<file path="src/rtl/alu_exec_unit.sv">
// ---------------------------------------------------------------------------
// alu_exec_unit
//   Multi-cycle EX-stage ALU. It executes the 5-bit ALU op code and shift
//   amount produced by the ALU control decoder. Shifts run iteratively, one
//   bit per cycle. When FAST_SHIFT_EN is defined, a barrel shifter finishes
//   every shift in one pass and every op has latency 1.
//
//   Configuration macro: FAST_SHIFT_EN (undefined by default: iterative shifter)
//
//   Ports
//     clk        in   1        clock, rising edge
//     rst        in   1        synchronous reset, active-high
//     in_valid   in   1        operation presented
//     in_ready   out  1        unit can accept an operation (IDLE and not in reset)
//     alu_ctrl   in   5        op code (0 sll .. 16 lui; 17-31 yield zero)
//     shamt      in   SHAMT_W  immediate shift amount (codes 0-2)
//     op_a       in   WIDTH    rs value; variable shift amount = op_a[SHAMT_W-1:0]
//     op_b       in   WIDTH    rt / immediate; the shifted operand
//     out_valid  out  1        result valid (registered)
//     out_ready  in   1        consumer accepts the result
//     result     out  WIDTH    operation result (registered)
//     ovf        out  1        signed overflow for add/sub (registered)
//     zero       out  1        result == 0 (registered)
//     dbg_state  out  2        current FSM state (0 IDLE, 1 EXEC, 2 DONE)
//
//   Handshake: a transfer happens on a rising edge where valid and ready are
//   both high. Input: the producer holds alu_ctrl/shamt/op_a/op_b stable while
//   in_valid=1 until in_ready is seen. Output: result/ovf/zero stay stable
//   while out_valid=1 and out_ready=0.
// ---------------------------------------------------------------------------
module alu_exec_unit #(
    parameter int WIDTH   = 32,
    parameter int SHAMT_W = 5
) (
    input  logic               clk,
    input  logic               rst,
    input  logic               in_valid,
    output logic               in_ready,
    input  logic [4:0]         alu_ctrl,
    input  logic [SHAMT_W-1:0] shamt,
    input  logic [WIDTH-1:0]   op_a,
    input  logic [WIDTH-1:0]   op_b,
    output logic               out_valid,
    input  logic               out_ready,
    output logic [WIDTH-1:0]   result,
    output logic               ovf,
    output logic               zero,
    output logic [1:0]         dbg_state
);

    // One extra bit so the LUI count (WIDTH/2) always fits.
    localparam int K_W = SHAMT_W + 1;
    localparam logic [K_W-1:0] LUI_K = K_W'(WIDTH / 2);

    typedef enum logic [1:0] {
        IDLE = 2'd0,
        EXEC = 2'd1,
        DONE = 2'd2
    } state_t;

    state_t           state;
    logic [4:0]       code_q;
    logic [WIDTH-1:0] a_q;
    logic [WIDTH-1:0] b_q;
    logic [WIDTH-1:0] w_q;      // working value of the iterative shifter
    logic [K_W-1:0]   k_q;      // remaining shift steps
`ifdef FAST_SHIFT_EN
    logic [K_W-1:0]   amt_q;    // full shift amount for the barrel shifter
`endif

    logic [K_W-1:0]   k_sel;
    logic [WIDTH-1:0] sum;
    logic [WIDTH-1:0] diff;
    logic [WIDTH-1:0] shift_val;
    logic [WIDTH-1:0] res_c;
    logic             ovf_c;

    assign in_ready  = (state == IDLE) & ~rst;
    assign dbg_state = state;

    // Shift amount picked at accept time from the incoming op.
    always_comb begin
        k_sel = '0;
        case (alu_ctrl)
            5'd0, 5'd1, 5'd2: k_sel = {1'b0, shamt};
            5'd3, 5'd4, 5'd5: k_sel = {1'b0, op_a[SHAMT_W-1:0]};
            5'd16:            k_sel = LUI_K;
            default:          k_sel = '0;
        endcase
    end

    assign sum  = a_q + b_q;
    assign diff = a_q - b_q;

`ifdef FAST_SHIFT_EN
    always_comb begin
        shift_val = b_q;
        case (code_q)
            5'd1, 5'd4: shift_val = b_q >> amt_q;
            5'd2, 5'd5: shift_val = $signed(b_q) >>> amt_q;
            default:    shift_val = b_q << amt_q;
        endcase
    end
`else
    // By the time k_q reaches 0 the working value holds the full shift.
    assign shift_val = w_q;
`endif

    always_comb begin
        res_c = '0;
        ovf_c = 1'b0;
        case (code_q)
            5'd0, 5'd1, 5'd2, 5'd3, 5'd4, 5'd5, 5'd16: res_c = shift_val;
            5'd6: begin
                res_c = sum;
                // Overflow: operands share a sign and the sum's sign differs.
                ovf_c = (a_q[WIDTH-1] == b_q[WIDTH-1]) && (sum[WIDTH-1] != a_q[WIDTH-1]);
            end
            5'd7: res_c = sum;
            5'd8: begin
                res_c = diff;
                // Overflow: operand signs differ and the result's sign leaves op_a's.
                ovf_c = (a_q[WIDTH-1] != b_q[WIDTH-1]) && (diff[WIDTH-1] != a_q[WIDTH-1]);
            end
            5'd9:  res_c = diff;
            5'd10: res_c = a_q & b_q;
            5'd11: res_c = a_q | b_q;
            5'd12: res_c = a_q ^ b_q;
            5'd13: res_c = ~(a_q | b_q);
            5'd14: res_c = {{(WIDTH-1){1'b0}}, ($signed(a_q) < $signed(b_q))};
            5'd15: res_c = {{(WIDTH-1){1'b0}}, (a_q < b_q)};
            default: begin
                res_c = '0;
                ovf_c = 1'b0;
            end
        endcase
    end

    always_ff @(posedge clk) begin
        if (rst) begin
            state     <= IDLE;
            out_valid <= 1'b0;
            result    <= '0;
            ovf       <= 1'b0;
            zero      <= 1'b0;
            code_q    <= '0;
            a_q       <= '0;
            b_q       <= '0;
            w_q       <= '0;
            k_q       <= '0;
`ifdef FAST_SHIFT_EN
            amt_q     <= '0;
`endif
        end else begin
            case (state)
                IDLE: begin
                    if (in_valid) begin
                        code_q <= alu_ctrl;
                        a_q    <= op_a;
                        b_q    <= op_b;
                        w_q    <= op_b;
`ifdef FAST_SHIFT_EN
                        amt_q  <= k_sel;
                        k_q    <= '0;
`else
                        k_q    <= k_sel;
`endif
                        state  <= EXEC;
                    end
                end
                EXEC: begin
                    if (k_q != '0) begin
                        case (code_q)
                            5'd1, 5'd4: w_q <= {1'b0, w_q[WIDTH-1:1]};
                            5'd2, 5'd5: w_q <= {w_q[WIDTH-1], w_q[WIDTH-1:1]};
                            default:    w_q <= {w_q[WIDTH-2:0], 1'b0};
                        endcase
                        k_q <= k_q - 1'b1;
                    end else begin
                        result    <= res_c;
                        ovf       <= ovf_c;
                        zero      <= (res_c == '0);
                        out_valid <= 1'b1;
                        state     <= DONE;
                    end
                end
                DONE: begin
                    if (out_ready) begin
                        out_valid <= 1'b0;
                        state     <= IDLE;
                    end
                end
                default: state <= IDLE;
            endcase
        end
    end

endmodule

</file>
<file path="config.mk">
export PLATFORM = sky130hd
export DESIGN_NAME = alu_exec_unit
export DESIGN_NICKNAME = d
export VERILOG_FILES = /design/src/rtl/alu_exec_unit.sv
export SDC_FILE = /design/constraint.sdc
export NUM_CORES = 1
export LEC_CHECK = 0
export CORE_MARGIN = 2
export CORE_UTILIZATION = 53
export DETAILED_ROUTE_END_ITERATION = 12
export PLACE_DENSITY = 0.75
export SETUP_SLACK_MARGIN = 0.15
export SYNTH_ARGS = -nofsm -noshare
export SYNTH_HDL_FRONTEND = slang
export SYNTH_SLANG_ARGS = --single-unit
</file>
<file path="constraint.sdc">
create_clock -name clk -period 3.8 [get_ports clk]
set_clock_uncertainty 0.2 [all_clocks]
set_input_delay 0.38 -clock clk [delete_from_list [all_inputs] [get_ports clk]]
set_output_delay 0.38 -clock clk [all_outputs]
set_load 0.01 [all_outputs]
</file>
==> results.sh <==
# flow metrics
export IMPL_detailedPlace_worstSlack_ns=-0.1343
export IMPL_avgViaCountPerCell=6.327
export IMPL_number_of_global_route_vias_before_repair=13530
export IMPL_initialDrtViolationCount=1521
export IMPL_final_max_slew_viol_count=0
export IMPL_setup_total_negative_slack_ns=-0.01275
export IMPL_synthToLayoutAreaGrowth_pct=34.78
export IMPL_finalCritPeriodShare_pct=100.3
export IMPL_worst_setup_path_type="flop to flop"
export IMPL_place_congestion=1.044
export IMPL_max_slew_worst_pin_slew_ns=1.282
export IMPL_fill_cells=1864
export IMPL_antenna_found_initial=0
export IMPL_synth_flops=144
export IMPL_grt_max_degree=77
export IMPL_core_region_area_sq_um=22430
export IMPL_synth_area_mux_share_pct=4.455
export IMPL_cts_hold_buffers_added=0
export IMPL_die_size_x_um=154.4
export IMPL_total_power_divided_by_cell_area_nw_per_um2=426.4
export IMPL_worst_path_setup_slack_after_routing_ns=-0.01275
export IMPL_r2r_setup_slack_ns=-0.01
export IMPL_yosysTopAreaCellShare_pct=24.04
export IMPL_status="finished, violations left"
export IMPL_cts_root_buf="clkbuf_16"
export IMPL_critPathSlowestCell="a21oi_2"
export IMPL_critPathRequiredTime_ns=3.96
export IMPL_rows=55
export IMPL_detail_route_wl_per_cell_um=21.60
export IMPL_xor_share_pct=0.3652
export IMPL_ys_warnings_count=0
export IMPL_violations="negative setup slack"
export IMPL_irDropWorstVdd_v=0.0002856
export IMPL_dp_cells=2177
export IMPL_clock_tree_from_tritoncts="done"
export IMPL_crit_path_max_fanout=8
export IMPL_die_area_sq_um=23840
export IMPL_compound_cell_area_share_of_the_yosys_netlist_pct=30.44
export IMPL_clockPowerShare_pct=25.3
export IMPL_drc_errors=0
export IMPL_ios=116
export IMPL_synth_adder_area_share_pct=11.19
export IMPL_combinationalPowerShare_pct=48.1
export IMPL_power_top_group="combinational cells"
export IMPL_final_nets=2107
export IMPL_enable_flop_cells=0
export IMPL_period_needed_ns=3.813
export IMPL_timing_final_setup_violations=1
export IMPL_worstHoldPathCells=2
export IMPL_syn_inst=1632
export IMPL_worst_hold_launch="ovf"
export IMPL_type_of_element_capturing_the_critical_path="flop"
export IMPL_worst_setup_hold_path_clk_slew_ns=0.08
export IMPL_r2r_start="a_q[8]"
export IMPL_leakage_nw=6.581
export IMPL_powerSeq_w=0.00183
state kept, by name, summed over array words and instances (netlist names):
signal / count
a_q: 32
b_q: 32
code_q: 5
dbg_state: 2
k_q: 6
out_valid: 1
ovf: 1
result: 32
shift_val: 32
zero: 1
metal layers:
layer	part of all wire, %	wire, um	vias up	track usage (%)
li1	-	-	6505	-
met1	41	19490	6606	50.42
met2	47	22370	781	66.52
met3	8.5	4092	161	6.612
met4	4.2	2017	0	16.09
met5	0	0	-	0
worst max-delay path by stage:
stage	slack (ns)	endpoint	startpoint
floorplan	0.23	zero	a_q[0]
global placement	-0.07	zero	a_q[0]
detailed placement	-0.13	zero	b_q[3]
CTS	0.04	zero	b_q[0]
global route	-0.22	zero	a_q[0]
finish	-0.01	zero	a_q[8]
through the flow:
stage	utilization [%]	power [W]	hold slack, ns
3_3_place_gp	67.10	0.004838	0.2511
4_1_cts	70.83	0.006699	0.2647
2_1_floorplan	-	0.003519	0.2530
5_1_grt	72.04	0.007193	0.2787
3_5_place_dp	67.10	0.004880	0.2549
6_report	72.04	0.006891	0.2632
cell usage in the layout, fill, tap and decap left out, types with 6 or more instances in the layout:
cell	synthesis	routed
o221ai_1	11	9
a211oi_2	2	6
a21o_1	16	16
and3_1	8	8
o31ai_1	13	12
or3_1	9	7
buf_4	4	265
ha_1	104	95
ha_4	0	7
a31oi_1	8	8
o2111ai_1	7	6
o211ai_1	14	14
nor2_1	139	136
nand2_1	233	231
clkbuf_16	0	17
clkdlybuf4s50_1	0	114
nor2b_1	18	16
a211oi_1	27	22
o21ai_0	60	56
inv_1	96	94
a222oi_1	9	9
a221o_1	17	17
dfxtp_1	144	138
a211o_1	9	9
and2_1	9	6
mux2_2	27	27
mux2i_1	23	23
a21boi_0	9	8
o21bai_1	12	11
a21oi_1	188	184
nand3_1	34	33
nor4_1	15	10
a221oi_1	9	8
nor3_1	54	50
nand2b_1	20	20
o21ai_1	4	7
o21a_1	6	6
a22oi_1	37	36
nand4_1	13	13
critical path, delay by kind of cell (launching register included):
| kind | cells | cell delay [ns] |
|---|---|---|
| AND-OR/OR-AND | 8 | 1.70 |
| AND/OR/NAND/NOR | 3 | 0.74 |
| buffers and inverters | 3 | 0.41 |
| flip-flops | 1 | 0.34 |
| adder cells (fa/ha/maj) | 1 | 0.32 |
final cells by class:
| class | instances | area, sq um | area share, % |
|---|---|---|---|
| clock inverters | 14 | 138.9 | 0.8593 |
| flip-flops and latches | 144 | 2895 | 17.91 |
| multi-input cells | 1278 | 8716 | 53.93 |
| well taps | 285 | 356.6 | 2.206 |
| repair buffers | 386 | 3253 | 20.13 |
| clock buffers | 18 | 439.2 | 2.717 |
| inverters | 96 | 362.8 | 2.245 |
logic make-up after synthesis:
| logic type | count (synthesis) |
|---|---|
| AND/OR/NAND/NOR | 585 |
| AND-OR/OR-AND | 532 |
| buffers and inverters | 210 |
| flip-flops | 144 |
| adder cells (fa/ha/maj) | 106 |
| multiplexers | 50 |
| XOR/XNOR | 5 |
timing repair:
action                                 CTS  global route
endpoints found under the hold margin    0             0
setup buffers                            6             6
resized                                 47            45
setup endpoints to repair                7            11
pin swaps                               26            24
### Clock wiring as the flow saved it

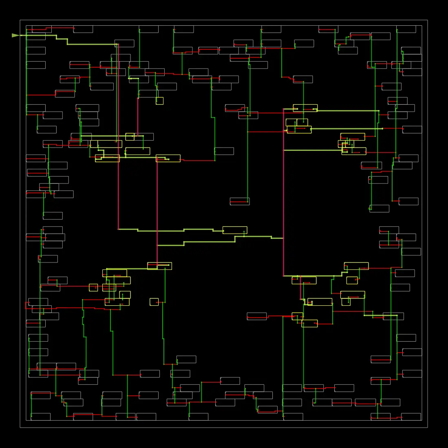
clock sink total: 144
clock buffers created by TritonCTS: 17
clock distribution power: 0.00174 W
worst-skew pair later-pin latency: 0.44 ns

### Gate families picked out

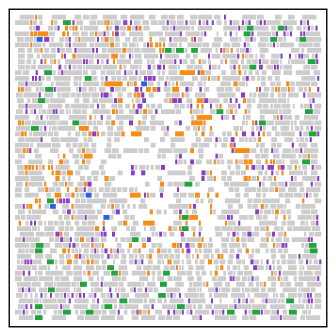
| color | family | cells |
|---|---|---|
| orange | nor cells | 238 |
| purple | nand cells | 304 |
| green | mux cells | 50 |
| blue | xor and xnor cells | 5 |
multi-input logic portion of the cell area: 53.93%
final std cells w/o fill: 2221

### Cells colored by class

The bar under the picture is 50 um long. Fill, decap, tap and diode cells in gray.
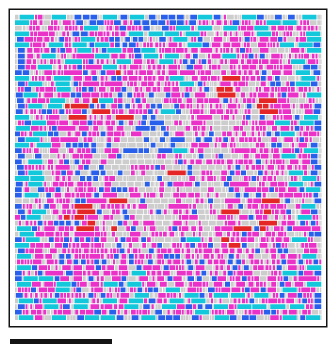
| color | class | cells | share of their area |
|---|---|---|---|
| cyan | registers | 144 | 18% |
| magenta | remaining logic cells | 1374 | 57% |
| red | clock drivers and dummy loads | 32 | 3.7% |
| blue | remaining buffers and delay cells | 386 | 21% |

### Metal 2

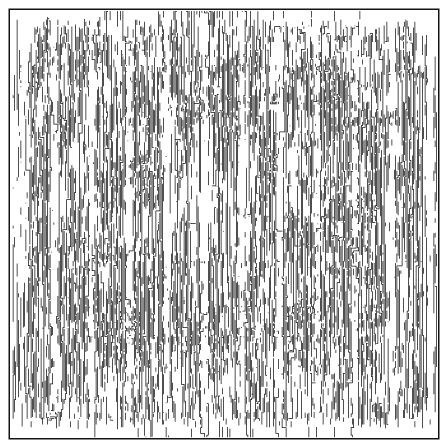
longest straight run: 94.7 um
main direction: vertical
share of all routed wire: 47%
grt met2 use: 66.52%
Detailed Route WL: 47.98 mm
via count: 14.05k

Power and IR drop assume default switching activity.
